**config.mk**
```make
export PLATFORM = sky130hd
export DESIGN_NAME = keccak_round_ctrl
export DESIGN_NICKNAME = d
export VERILOG_FILES = /design/src/rtl/keccak_round_ctrl.sv
export SDC_FILE = /design/constraint.sdc
export NUM_CORES = 1
export LEC_CHECK = 0
export ABC_AREA = 1
export CAP_MARGIN = 40
export CORE_AREA = 3 3 40 42
export DETAILED_ROUTE_END_ITERATION = 7
export DIE_AREA = 0 0 43 45
export GPL_TIMING_DRIVEN = 0
export PLACE_DENSITY_LB_ADDON = 0.1
export SLEW_MARGIN = 20
export SYNTH_ARGS = -nofsm -noshare
export SYNTH_HDL_FRONTEND = slang
export SYNTH_SLANG_ARGS = --single-unit
```
**constraint.sdc**
```tcl
create_clock -name clk -period 3.8 [get_ports clk]
set_input_delay 0.95 -clock clk [delete_from_list [all_inputs] [get_ports clk]]
set_output_delay 0.95 -clock clk [all_outputs]
set_load 0.03 [all_outputs]
```
**src/rtl/keccak_round_ctrl.sv**
```systemverilog
// Keccak-f[1600] round sequencer: walks the step unit through theta..iota for NUM_ROUNDS rounds.
// Optional abort input enabled by defining KECCAK_CTRL_ABORT_EN.
module keccak_round_ctrl #(
  parameter int unsigned NUM_ROUNDS       = 24,
  parameter int unsigned ROUND_INDEX_SIZE = 5,
  parameter int unsigned STEP_SEL_WIDTH   = 3
) (
  input  logic                        clk,
  input  logic                        rst,
  input  logic                        start_i,
  input  logic                        hold_i,
`ifdef KECCAK_CTRL_ABORT_EN
  input  logic                        abort_i,
`endif
  output logic                        ready_o,
  output logic                        busy_o,
  output logic [STEP_SEL_WIDTH-1:0]   step_sel_o,
  output logic [ROUND_INDEX_SIZE-1:0] round_index_o,
  output logic                        state_we_o,
  output logic                        done_o
);

  typedef enum logic [2:0] {
    StIdle,
    StTheta,
    StRho,
    StPi,
    StChi,
    StIota,
    StDone
  } state_e;

  localparam logic [ROUND_INDEX_SIZE-1:0] LastRound = ROUND_INDEX_SIZE'(NUM_ROUNDS - 1);

  localparam logic [STEP_SEL_WIDTH-1:0] IdleStep  = STEP_SEL_WIDTH'(0);
  localparam logic [STEP_SEL_WIDTH-1:0] ThetaStep = STEP_SEL_WIDTH'(1);
  localparam logic [STEP_SEL_WIDTH-1:0] RhoStep   = STEP_SEL_WIDTH'(2);
  localparam logic [STEP_SEL_WIDTH-1:0] PiStep    = STEP_SEL_WIDTH'(3);
  localparam logic [STEP_SEL_WIDTH-1:0] ChiStep   = STEP_SEL_WIDTH'(4);
  localparam logic [STEP_SEL_WIDTH-1:0] IotaStep  = STEP_SEL_WIDTH'(5);

  state_e                      r_state;
  state_e                      w_state_nxt;
  logic [ROUND_INDEX_SIZE-1:0] r_round;
  logic [ROUND_INDEX_SIZE-1:0] w_round_nxt;
  logic                        w_abort;
  logic                        w_busy;

`ifdef KECCAK_CTRL_ABORT_EN
  assign w_abort = abort_i;
`else
  assign w_abort = 1'b0;
`endif

  always_ff @(posedge clk or posedge rst) begin
    if (rst) begin
      r_state <= StIdle;
      r_round <= '0;
    end else begin
      r_state <= w_state_nxt;
      r_round <= w_round_nxt;
    end
  end

  always_comb begin
    w_state_nxt = r_state;
    w_round_nxt = r_round;
    case (r_state)
      StIdle: begin
        if (start_i) begin
          w_state_nxt = StTheta;
          w_round_nxt = '0;
        end
      end
      StTheta, StRho, StPi, StChi, StIota: begin
        // Abort outranks hold; hold freezes both the step and the round counter.
        if (w_abort) begin
          w_state_nxt = StIdle;
          w_round_nxt = '0;
        end else if (!hold_i) begin
          case (r_state)
            StTheta: w_state_nxt = StRho;
            StRho:   w_state_nxt = StPi;
            StPi:    w_state_nxt = StChi;
            StChi:   w_state_nxt = StIota;
            default: begin
              if (r_round < LastRound) begin
                w_state_nxt = StTheta;
                w_round_nxt = r_round + ROUND_INDEX_SIZE'(1);
              end else begin
                w_state_nxt = StDone;
              end
            end
          endcase
        end
      end
      default: begin
        w_state_nxt = StIdle;
        w_round_nxt = '0;
      end
    endcase
  end

  always_comb begin
    step_sel_o = IdleStep;
    case (r_state)
      StTheta: step_sel_o = ThetaStep;
      StRho:   step_sel_o = RhoStep;
      StPi:    step_sel_o = PiStep;
      StChi:   step_sel_o = ChiStep;
      StIota:  step_sel_o = IotaStep;
      default: step_sel_o = IdleStep;
    endcase
  end

  assign w_busy        = (r_state == StTheta) || (r_state == StRho) || (r_state == StPi) ||
                         (r_state == StChi) || (r_state == StIota);
  assign busy_o        = w_busy;
  assign ready_o       = (r_state == StIdle);
  assign done_o        = (r_state == StDone);
  assign state_we_o    = w_busy & ~hold_i & ~w_abort;
  assign round_index_o = r_round;

endmodule
```
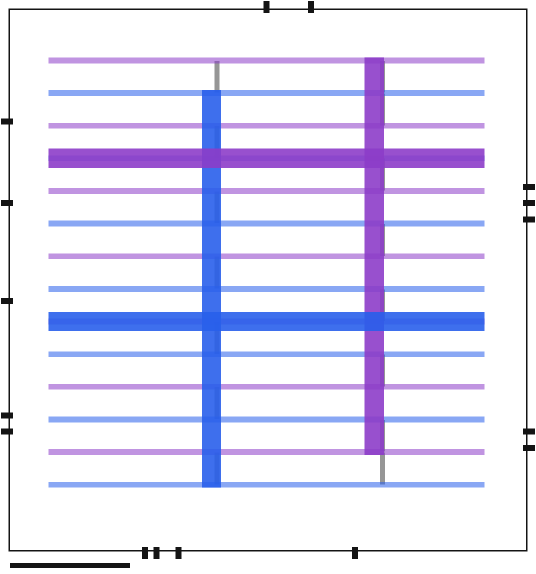
(images/pdn.png)
The bar under the picture is 10 um long. Pins as bars on the die edge. Tap cells in grey.
Blue shows VSS. Purple shows VDD.
16 signal pins sit on the boundary. 15 tap cells. 2 straps on met4.

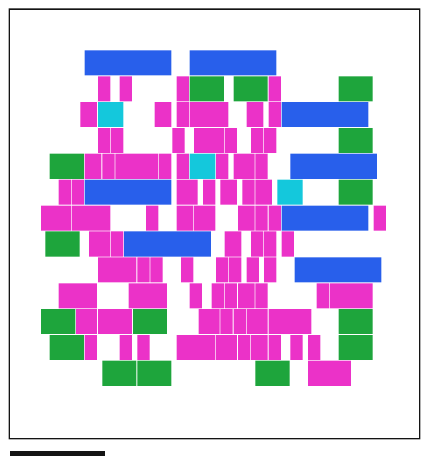
(images/cell_classes.png)
The bar under the picture is 10 um long.
Blue shows flops, cells 8. Cyan shows cells driving clock nets, cells 3. Magenta shows all other logic, cells 82. Green shows other buffers and delay cells, cells 15.

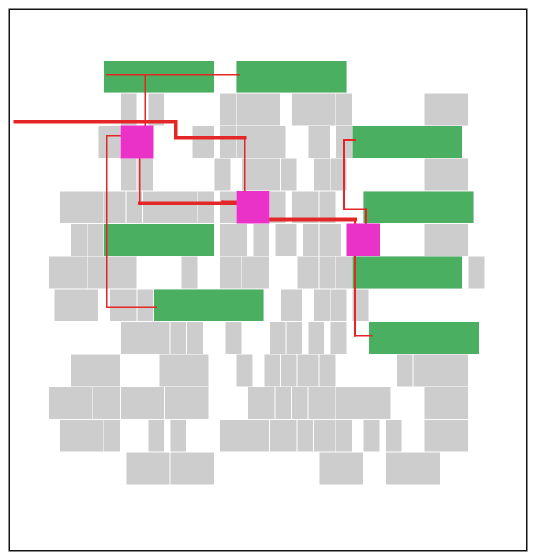
(images/clock_map.png)
Green shows flip-flops, count 8. Red shows clock wires, length 112 um. Magenta shows cells driving clock nets, count 3.
There are 4 routed clock nets.
Clock power frac: 0.081
clk ins delay skew pair: 250 ps
Clock Power: 0.0000635 W

==> deck_impl_summary.md <==
Run Summary

Logic synthesis
  – Most numerous cell in the Yosys netlist: nand2_1
  – Synth Cell Area: ~640 um2
  – Ys async rst share: 1.000
  – Syn Area/Cell: 7.090 um2
  – Post-synth area from yosys stat: 638.1 um2
  – Top cells by count, synth: nand2_1 (31), nand3_1 (9), nor2_1 (9), dfrtp_1 (8), inv_1 (8)

Cells and area
  – Non-clock buffer share: 0.1810
  – Sequential cell area: 200.2 um2
  – Core Util, Final: 0.6456
  – Invs w/o clock: 13

Power
  – Pwr/cell area: about 950 nW/um2
  – Cell Int Power: 0.0003574 W
  – VDD IR max: approximately 0.00051 V
  – Static Leak: about 0.44 nW
  – Sw frac: 0.5456

STA
  – Setup violations, final: 0
  – Fin. Hold Viols: 0
  – Hold slack: roughly 560 ps
  – RSZ-0062 raised after global routing: no

Global route
  – First-pass GRT wire length: roughly 2200 um
  – Pin count of the biggest net entering global routing: 9
  – Vias in the first global route: between 500 and 600
  – GRT overflow: 0
  – Initial antenna violation count: 0

Die
  – Pre-Place Util: 0.4966
  – Die H: between 40 and 50 um

CTS
  – CTS tree: built
  – Clock Sinks: 8
  – Cts repair resizes: 0
  – Register clock-pin slew on the reported worst setup and hold paths: approximately 50 ps
  – Cts hold-fix bufs: 0

Setup path
  – CP endpoint kind: output pin
  – CP Max Fanout: 2
  – Worst Setup Path Type: in -> out

Placement
  – Port buffer count: 15

Min path
  – Worst hold stages: 2

Routing
  – # DRC: 0

Run status
  – Status: finished, final reports clean
==> per-stage QoR <==
step / std cells / total power (W) / cell area [um2]
floorplan: 90 / 0.0005713 / 638.1
global placement: 120 / 0.0007212 / 807.0
detailed placement: 120 / 0.0007248 / 807.0
CTS: 123 / 0.0007928 / 829.5
global route: 123 / 0.0008560 / 829.5
finish: 123 / 0.0007866 / 829.5
==> critical path, cell delays in order <==
cell and delay [ps]:
clkdlybuf4s50_1 440, nor2_1 110, clkdlybuf4s50_1 670
==> cell usage in the layout, fill, tap and decap left out, types with 3 or more instances in the layout <==
master	n
clkdlybuf4s50_1	15
inv_1	8
nand2_4	6
nand2_1	31
clkbuf_4	3
dfrtp_1	8
nand2_2	3
ha_1	4
nand3_1	9
nor2_1	9
==> routing by layer <==
| metal | vias to the layer above | track usage | routed length, um |
|---|---|---|---|
| li1 | 324 | - | - |
| met1 | 273 | 0.2074 | 642 |
| met2 | 15 | 0.2216 | 537 |
| met3 | 0 | 0.05976 | 77 |
| met4 | 0 | 0.03614 | 0 |
| met5 | - | 0 | 0 |
==> cells by family after synthesis <==
kind of cell               count (synthesis)  synth area share
and+or+nand+nor                           62            0.4863
xor gates and xnor gates                   1           0.01373
AOI/OAI and AO/OA                          2           0.01569
adders and majority gates                  4           0.07843
buffers and inverters                     13           0.09216
DFF                                        8            0.3137
==> state kept, by name (all words and copies together), names as in the netlist <==
name / cells
round_index_o: 5
r_state: 3
==> power by group through the flow <==
stage                     logic (W)  clock network (W)  registers (W)
after detailed placement   0.000551                  0       0.000174
after CTS                  0.000554          0.0000653       0.000173
after floorplan            0.000376                  0       0.000195
after global placement     0.000548                  0       0.000173
after global routing       0.000605          0.0000699       0.000181
final                      0.000549          0.0000635       0.000174
No activity file was given, so power comes from the tool's default toggle rates.
